Met1 routing:
Cells faint in the background.
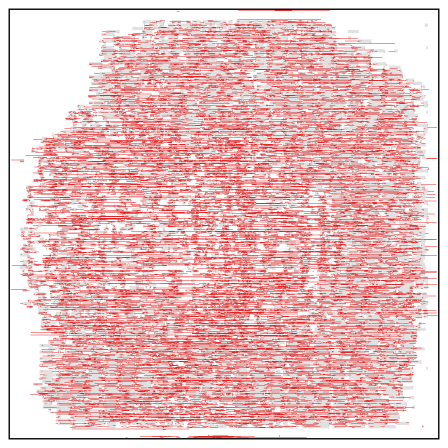
Signal wires on met2:
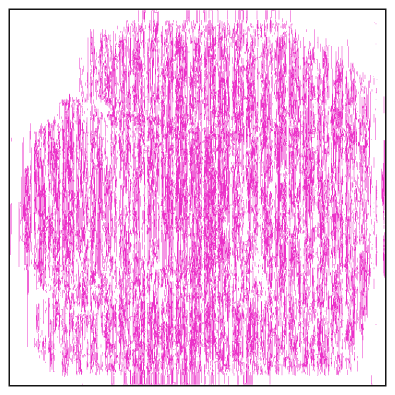
Signal wires on met3:
Cells faint in the background.
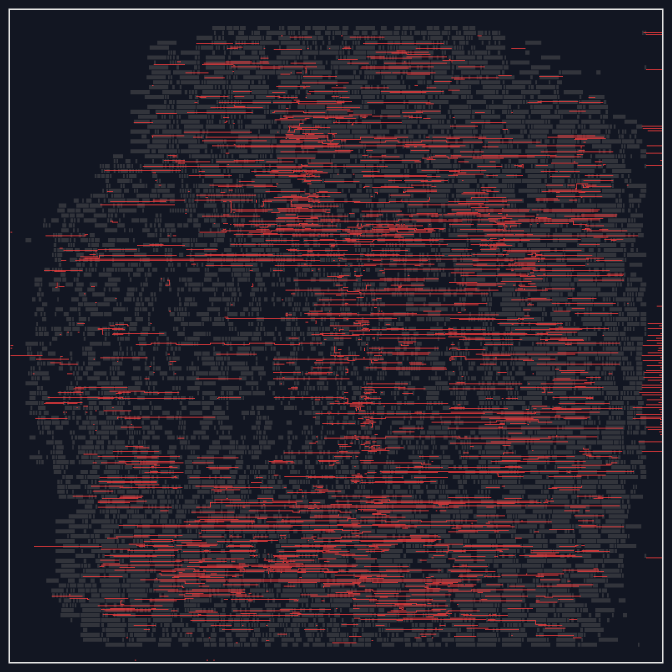
The metal 4 layer:
Bar = 100 um. Cells faint in the background.
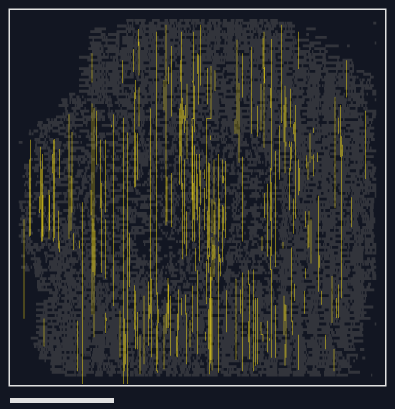
**src/rtl/dct_2d_ctrl.sv**
```systemverilog
// ---------------------------------------------------------------------------
// dct_2d_ctrl : 8x8 two-dimensional forward DCT controller.
//
// A single 8-point integer 1-D DCT is time-shared between a row pass and a
// column pass. Each accepted row is transformed in the cycle it arrives and
// written into an 8x8 transpose buffer. Once row 7 has been stored, the eight
// buffer columns are transformed one per cycle and presented on out_data.
//
// 1-D transform (all arithmetic 16-bit two's complement, wrap on overflow):
//   y[k] = sum_n C[k][n] * x[n], with the integer basis
//     k0:  8   8   8   8   8   8   8   8
//     k1: 12  10   6   3  -3  -6 -10 -12
//     k2:  8   4  -4  -8  -8  -4   4   8
//     k3: 10  -3 -12  -6   6  12   3 -10
//     k4:  8  -8  -8   8   8  -8  -8   8
//     k5:  6 -12   3  10 -10  -3  12  -6
//     k6:  4  -8   8  -4  -4   8  -8   4
//     k7:  3  -6  10 -12  12 -10   6  -3
//
// Ports:
//   clk        clock, rising edge
//   rst        synchronous active-high reset
//   in_valid   row offered on in_data
//   in_ready   row accepted when in_valid && in_ready on a rising edge
//   in_data    8 unsigned samples, element i at bits [i*INPUT_W +: INPUT_W]
//   out_valid  out_data holds one transformed column
//   out_ready  column consumed when out_valid && out_ready on a rising edge
//   out_data   8 signed 16-bit coefficients, element k at bits [k*16 +: 16]
//   out_col    column index of out_data
//   out_last   high with out_valid on column 7
//
// Build option:
//   DCT_2D_CTRL_LEVEL_SHIFT_EN  when defined, 2^(INPUT_W-1) is subtracted from
//                               every zero-extended input sample (JPEG level
//                               shift). Interface and timing are unchanged.
// ---------------------------------------------------------------------------

// 8-point integer forward DCT, purely combinational, even/odd butterfly form.
module dct_1d8 (
   input  logic [7:0][15:0] x_i,
   output logic [7:0][15:0] y_o
);
   logic signed [15:0] s0, s1, s2, s3;
   logic signed [15:0] d0, d1, d2, d3;
   logic signed [15:0] f0, f1;

   always_comb begin
      s0 = x_i[0] + x_i[7];
      s1 = x_i[1] + x_i[6];
      s2 = x_i[2] + x_i[5];
      s3 = x_i[3] + x_i[4];
      d0 = x_i[0] - x_i[7];
      d1 = x_i[1] - x_i[6];
      d2 = x_i[2] - x_i[5];
      d3 = x_i[3] - x_i[4];
      f0 = s0 - s3;
      f1 = s1 - s2;

      y_o[0] = 16'sd8 * (s0 + s1 + s2 + s3);
      y_o[4] = 16'sd8 * (s0 - s1 - s2 + s3);
      y_o[2] = 16'sd8 * f0 + 16'sd4 * f1;
      y_o[6] = 16'sd4 * f0 - 16'sd8 * f1;
      y_o[1] = 16'sd12 * d0 + 16'sd10 * d1 + 16'sd6  * d2 + 16'sd3  * d3;
      y_o[3] = 16'sd10 * d0 - 16'sd3  * d1 - 16'sd12 * d2 - 16'sd6  * d3;
      y_o[5] = 16'sd6  * d0 - 16'sd12 * d1 + 16'sd3  * d2 + 16'sd10 * d3;
      y_o[7] = 16'sd3  * d0 - 16'sd6  * d1 + 16'sd10 * d2 - 16'sd12 * d3;
   end
endmodule

module dct_2d_ctrl #(
   parameter int INPUT_W = 8
) (
   input  logic                   clk,
   input  logic                   rst,
   input  logic                   in_valid,
   output logic                   in_ready,
   input  logic [8*INPUT_W-1:0]   in_data,
   output logic                   out_valid,
   input  logic                   out_ready,
   output logic [8*16-1:0]        out_data,
   output logic [2:0]             out_col,
   output logic                   out_last
);
   typedef enum logic {ST_ROW, ST_COL} state_e;

   state_e           state_q;
   logic [2:0]       row_q;
   logic [3:0]       col_q;       // next column to load; 8 means all loaded
   logic             out_valid_q;
   logic [8*16-1:0]  out_data_q;
   logic [2:0]       out_col_q;
   logic             out_last_q;

   logic [15:0]      tbuf_q [8][8];   // [row][col]

   logic [7:0][15:0] dct_in;
   logic [7:0][15:0] dct_out;
   logic             row_acc;
   logic             col_load;
   logic             col_take;

   function automatic logic [15:0] pix_ext(input logic [INPUT_W-1:0] p);
      logic [15:0] z;
      z = 16'(p);
`ifdef DCT_2D_CTRL_LEVEL_SHIFT_EN
      z = z - (16'd1 << (INPUT_W - 1));
`endif
      return z;
   endfunction

   // Shared transform input: incoming row during ROW, buffer column during COL.
   always_comb begin
      dct_in = '0;
      for (int k = 0; k < 8; k++) begin
         if (state_q == ST_ROW)
            dct_in[k] = pix_ext(in_data[k*INPUT_W +: INPUT_W]);
         else
            dct_in[k] = tbuf_q[k][col_q[2:0]];
      end
   end

   dct_1d8 u_dct (
      .x_i (dct_in),
      .y_o (dct_out)
   );

   assign row_acc  = (state_q == ST_ROW) && in_valid;
   assign col_take = out_valid_q && out_ready;
   assign col_load = (state_q == ST_COL) && !col_q[3] && (!out_valid_q || out_ready);

   // Row pass -> transpose buffer boundary (contents survive reset).
   always_ff @(posedge clk) begin
      if (row_acc) begin
         for (int k = 0; k < 8; k++)
            tbuf_q[row_q][k] <= dct_out[k];
      end
   end

   // Column pass -> output register boundary.
   always_ff @(posedge clk) begin
      if (rst) begin
         state_q     <= ST_ROW;
         row_q       <= 3'd0;
         col_q       <= 4'd0;
         out_valid_q <= 1'b0;
         out_data_q  <= '0;
         out_col_q   <= 3'd0;
         out_last_q  <= 1'b0;
      end else begin
         case (state_q)
            ST_ROW: begin
               if (row_acc) begin
                  row_q <= row_q + 3'd1;   // wraps to 0 after row 7
                  if (row_q == 3'd7) begin
                     state_q <= ST_COL;
                     col_q   <= 4'd0;
                  end
               end
            end
            ST_COL: begin
               if (col_load) begin
                  out_data_q  <= dct_out;
                  out_col_q   <= col_q[2:0];
                  out_last_q  <= (col_q[2:0] == 3'd7);
                  out_valid_q <= 1'b1;
                  col_q       <= col_q + 4'd1;
               end else if (col_take) begin
                  // Only reachable once column 7 has been loaded.
                  out_valid_q <= 1'b0;
                  out_last_q  <= 1'b0;
                  col_q       <= 4'd0;
                  state_q     <= ST_ROW;
               end
            end
            default: state_q <= ST_ROW;
         endcase
      end
   end

   assign in_ready  = (state_q == ST_ROW);
   assign out_valid = out_valid_q;
   assign out_data  = out_data_q;
   assign out_col   = out_col_q;
   assign out_last  = out_last_q;

endmodule

```
**config.mk**
```make
export PLATFORM = sky130hd
export DESIGN_NAME = dct_2d_ctrl
export DESIGN_NICKNAME = d
export VERILOG_FILES = /design/src/rtl/dct_2d_ctrl.sv
export SDC_FILE = /design/constraint.sdc
export NUM_CORES = 2
export LEC_CHECK = 0
export ABC_AREA = 1
export CAP_MARGIN = 20
export CORE_MARGIN = 8
export CORE_UTILIZATION = 55
export DETAILED_ROUTE_END_ITERATION = 6
export PLACE_DENSITY = 0.75
export SETUP_SLACK_MARGIN = 0.3
export SLEW_MARGIN = 30
export SYNTH_ARGS = -nofsm -noshare
export SYNTH_HDL_FRONTEND = slang
export SYNTH_SLANG_ARGS = --single-unit
```
**constraint.sdc**
```tcl
create_clock -name clk -period 14.99 [get_ports clk]
set_input_delay 2.998 -clock clk [delete_from_list [all_inputs] [get_ports clk]]
set_output_delay 2.998 -clock clk [all_outputs]
set_load 0.005 [all_outputs]
```
==> impl_metrics.csv <==
group,metric,value,unit
synth,mappedNetlistArea,0.0649,sq mm
route,antenna_left,0,
synth,yosysUniqueCellTypes,60,
cells_and_area,drive_above_1_share,4.99,%
clock_tree,cts_root_buf,"clkbuf_16",
global_route,grt_pass1_wl,311,mm
floorplanning,io_pins,202,
clock_tree,cts_buffer_depth,3,
route,num_vias,50700,
synth,yosys.area.top_type_share,43.7,%
clock_tree,cts_tree,"built",
synth,yosys.area.top_type,"edfxtp_1",
placement,port_buffers,191,
timing,setup_ws,3.31,ns
timing,period_used_share,77.9,%
timing,tightest_slew,1.21,ns
route,wl_met3,22.9,mm
global_route,gr-total-overflow,0,
timing,rsz0062_at_grt,"false",
route,dr_wl_met2,97.4,mm
synth,avgSynthCellArea,9.76,sq um
route,viasPerCell,6.04,
run,drv_cap,0,
clock_tree,cts_resized,0,
floorplanning,coreArea,0.117,sq mm
floorplanning,fp_util,55.2,%
synth,yosys_register_bits,1075,
timing,fin_crit,11.68,ns
hold_path,hold_path.class,"flip-flop to flip-flop",
placement,dp.cells,8176,
setup_path,r2r_cells,39,
route,dr.pass1.iters,6,
route,m1WireLength,81.2,mm
clock_tree,numCtsBuffers,105,
setup_path,worst_ep_required_time,15.39,ns
timing,setup_tns,0,ns
cells_and_area,design_area,0.0722,sq mm
clock_tree,ctsHoldBuffers,0,
synth,ys_seq_share,47.7,%
global_route,grt_max_degree,171,
route,drc_errors,0,
outcome,status,"complete, no violations",
timing,finalMaxSlewViolations,0,
clock_tree,path_clk_slew,0.06,ns
cells_and_area,nNetsFinal,7533,
timing,hold_violations,0,
setup_path,path_class,"primary input to flip-flop",
synth,ys_cells,6644,
setup_path,critPathLaunchType,"primary input",
timing,whs,0.464,ns
synth,async_reset_ff_share,0,%
setup_path,slowest_delay,0.68,ns
floorplanning,rows,126,
route,highest_layer,"met5",
hold_path,min_path_cells,2,
timing,setup_viol,0,
placement,postPlaceCellArea,0.0686,sq mm
floorplanning,die_y,359,um
setup_path,worstPathMaxFanout,8,
cells_and_area,areaGrowthSynthToFinish,11.2,%
route,drt_iter0_drc,6655,
route,avgRoutedWirePerCell,25.5,um
global_route,antenna_found_initial,8,
synth,ys_chip_area,0.0649,sq mm
placement,dp_hpwl,156,mm
clock_tree,insertion_delay,0.72,ns
synth,ys.flop_type,"edfxtp_1",
placement,gp_congestion,1.04,
synth,ys_warn_count,0,
setup_path,cp_data_arrival_time,12.07,ns
setup_path,crit_path_end_kind,"flip-flop",
route,routed_wl,214,mm
synth,common_cells,"edfxtp_1, inv_1, nor2_1",
floorplanning,die_area,0.129,sq mm
synth,synthTopCellsByArea,"edfxtp_1, ha_1, fa_1",
clock_tree,cts_max_level,3,
floorplanning,die_w,359,um
global_route,grt.total_usage,31.9,%
global_route,grt_pass1_vias,48900,
cells_and_area,finalNonFillerCells,8382,
setup_path,slowest_stage,"xor2_1",
cells_and_area,fill_cells,9491,
clock_tree,post_cts_buffers,0,
run,warnings,122,
clock_tree,clock-sinks,1075,
timing,fmax,85.6,MHz
synth,postSynthCellCount,6644,
timing,slew_headroom,19.3,%
synth,enable_flop_cells,944,
synth,top_cell,"edfxtp_1",
timing,clock_skew,0.0608,ns
placement,pre_cts_slack,2.81,ns
Notes on 'met1 routing' above:
7165 nets have wire on it. The layer holds 38% of the routed length. The wires run mostly horizontal. The longest straight run is 111 um.

Notes on 'signal wires on met2' above:
The wires run mostly vertical. The longest straight run is 88.1 um. 6140 nets have wire on it. The layer holds 46% of the routed length.

Notes on 'signal wires on met3' above:
The wires run mostly horizontal. The layer carries 22.9 mm of wire. The longest straight run is 216 um. 791 nets have wire on it.

Notes on 'the metal 4 layer' above:
The longest straight run is 255 um. The layer carries 12200 um of wire. 196 nets have wire on it. The layer holds 5.7% of the routed length. The wires run mostly vertical.

==> layer usage <==
layer	vias up	GRT usage (%)
met5	-	0
met4	2	15.1
met3	527	5.89
met2	2924	51.0
met1	24400	42.2
li1	22800	-
==> layout make-up <==
type / instances / area [sq um] / area share, %
tap: 1536 / 1920 / 2.66
multi-input combinational: 4370 / 29700 / 41.2
timing repair buffer: 275 / 2660 / 3.68
sequential: 1075 / 31000 / 42.9
clock inverter: 60 / 536 / 0.742
antenna: 7 / 17.5 / 0.0243
clock buffer: 138 / 2860 / 3.97
inverter: 921 / 3470 / 4.82
==> worst max-delay path, delay by kind of cell <==
kind	cells	cell delay, ns
buf+inv	8	1.30
fa+ha+maj	7	2.93
compound gates	6	1.79
xor+xnor	2	1.36
simple gates	13	1.67
==> kinds of logic after synthesis <==
kind of cell / after synthesis / synth area share (%)
buffers and inverters: 1208 / 7.26
adders and majority gates: 717 / 16.5
and+or+nand+nor: 2028 / 12.8
other: 1 / 0.00578
DFF: 1075 / 47.7
AOI/OAI and AO/OA: 1339 / 12.0
xor gates and xnor gates: 276 / 3.73
==> state kept, by name (all words and copies together), names as in the netlist <==
signal / count
out_last: 1
tbuf_q: 944
out_valid: 1
state_q: 1
out_col: 3
out_data: 118
col_q: 4
row_q: 3
==> per-stage QoR <==
step           utilization [%]
2_1_floorplan                -
3_3_place_gp              58.3
3_5_place_dp              58.4
4_1_cts                   61.3
5_1_grt                   61.4
6_report                  61.4
==> placed cells by master (no fill, tap or decap), types with 10 or more instances in the layout <==
master / instances
nand3b_1: 19
a21oi_1: 312
fa_1: 229
nand4_1: 44
a21o_1: 15
buf_4: 74
o221ai_1: 139
xor2_1: 190
clkbuf_16: 107
ha_1: 488
xnor2_1: 46
nor2_1: 802
nand3_1: 281
clkbuf_1: 24
xnor2_2: 12
o21ai_0: 650
xor2_2: 19
o21bai_1: 27
nor3_1: 34
inv_1: 908
clkinv_1: 21
a31oi_1: 12
o22ai_1: 48
clkinv_2: 21
edfxtp_1: 944
conb_1: 10
clkdlybuf4s50_1: 190
dfxtp_1: 127
a41oi_1: 23
nand2_1: 797
o21ai_1: 29
a211oi_1: 18
==> worst paths after layout <==
| kind | start | to | slack (ns) |
|---|---|---|---|
| setup / recovery | in_data[57] | tbuf_q[6][47] | 3.31 |
| hold / removal | out_col[2] | out_col[2] | 0.46 |
| setup reg to reg | col_q[1] | tbuf_q[6][47] | 3.63 |
| hold reg to reg | out_col[2] | out_col[2] | 0.46 |
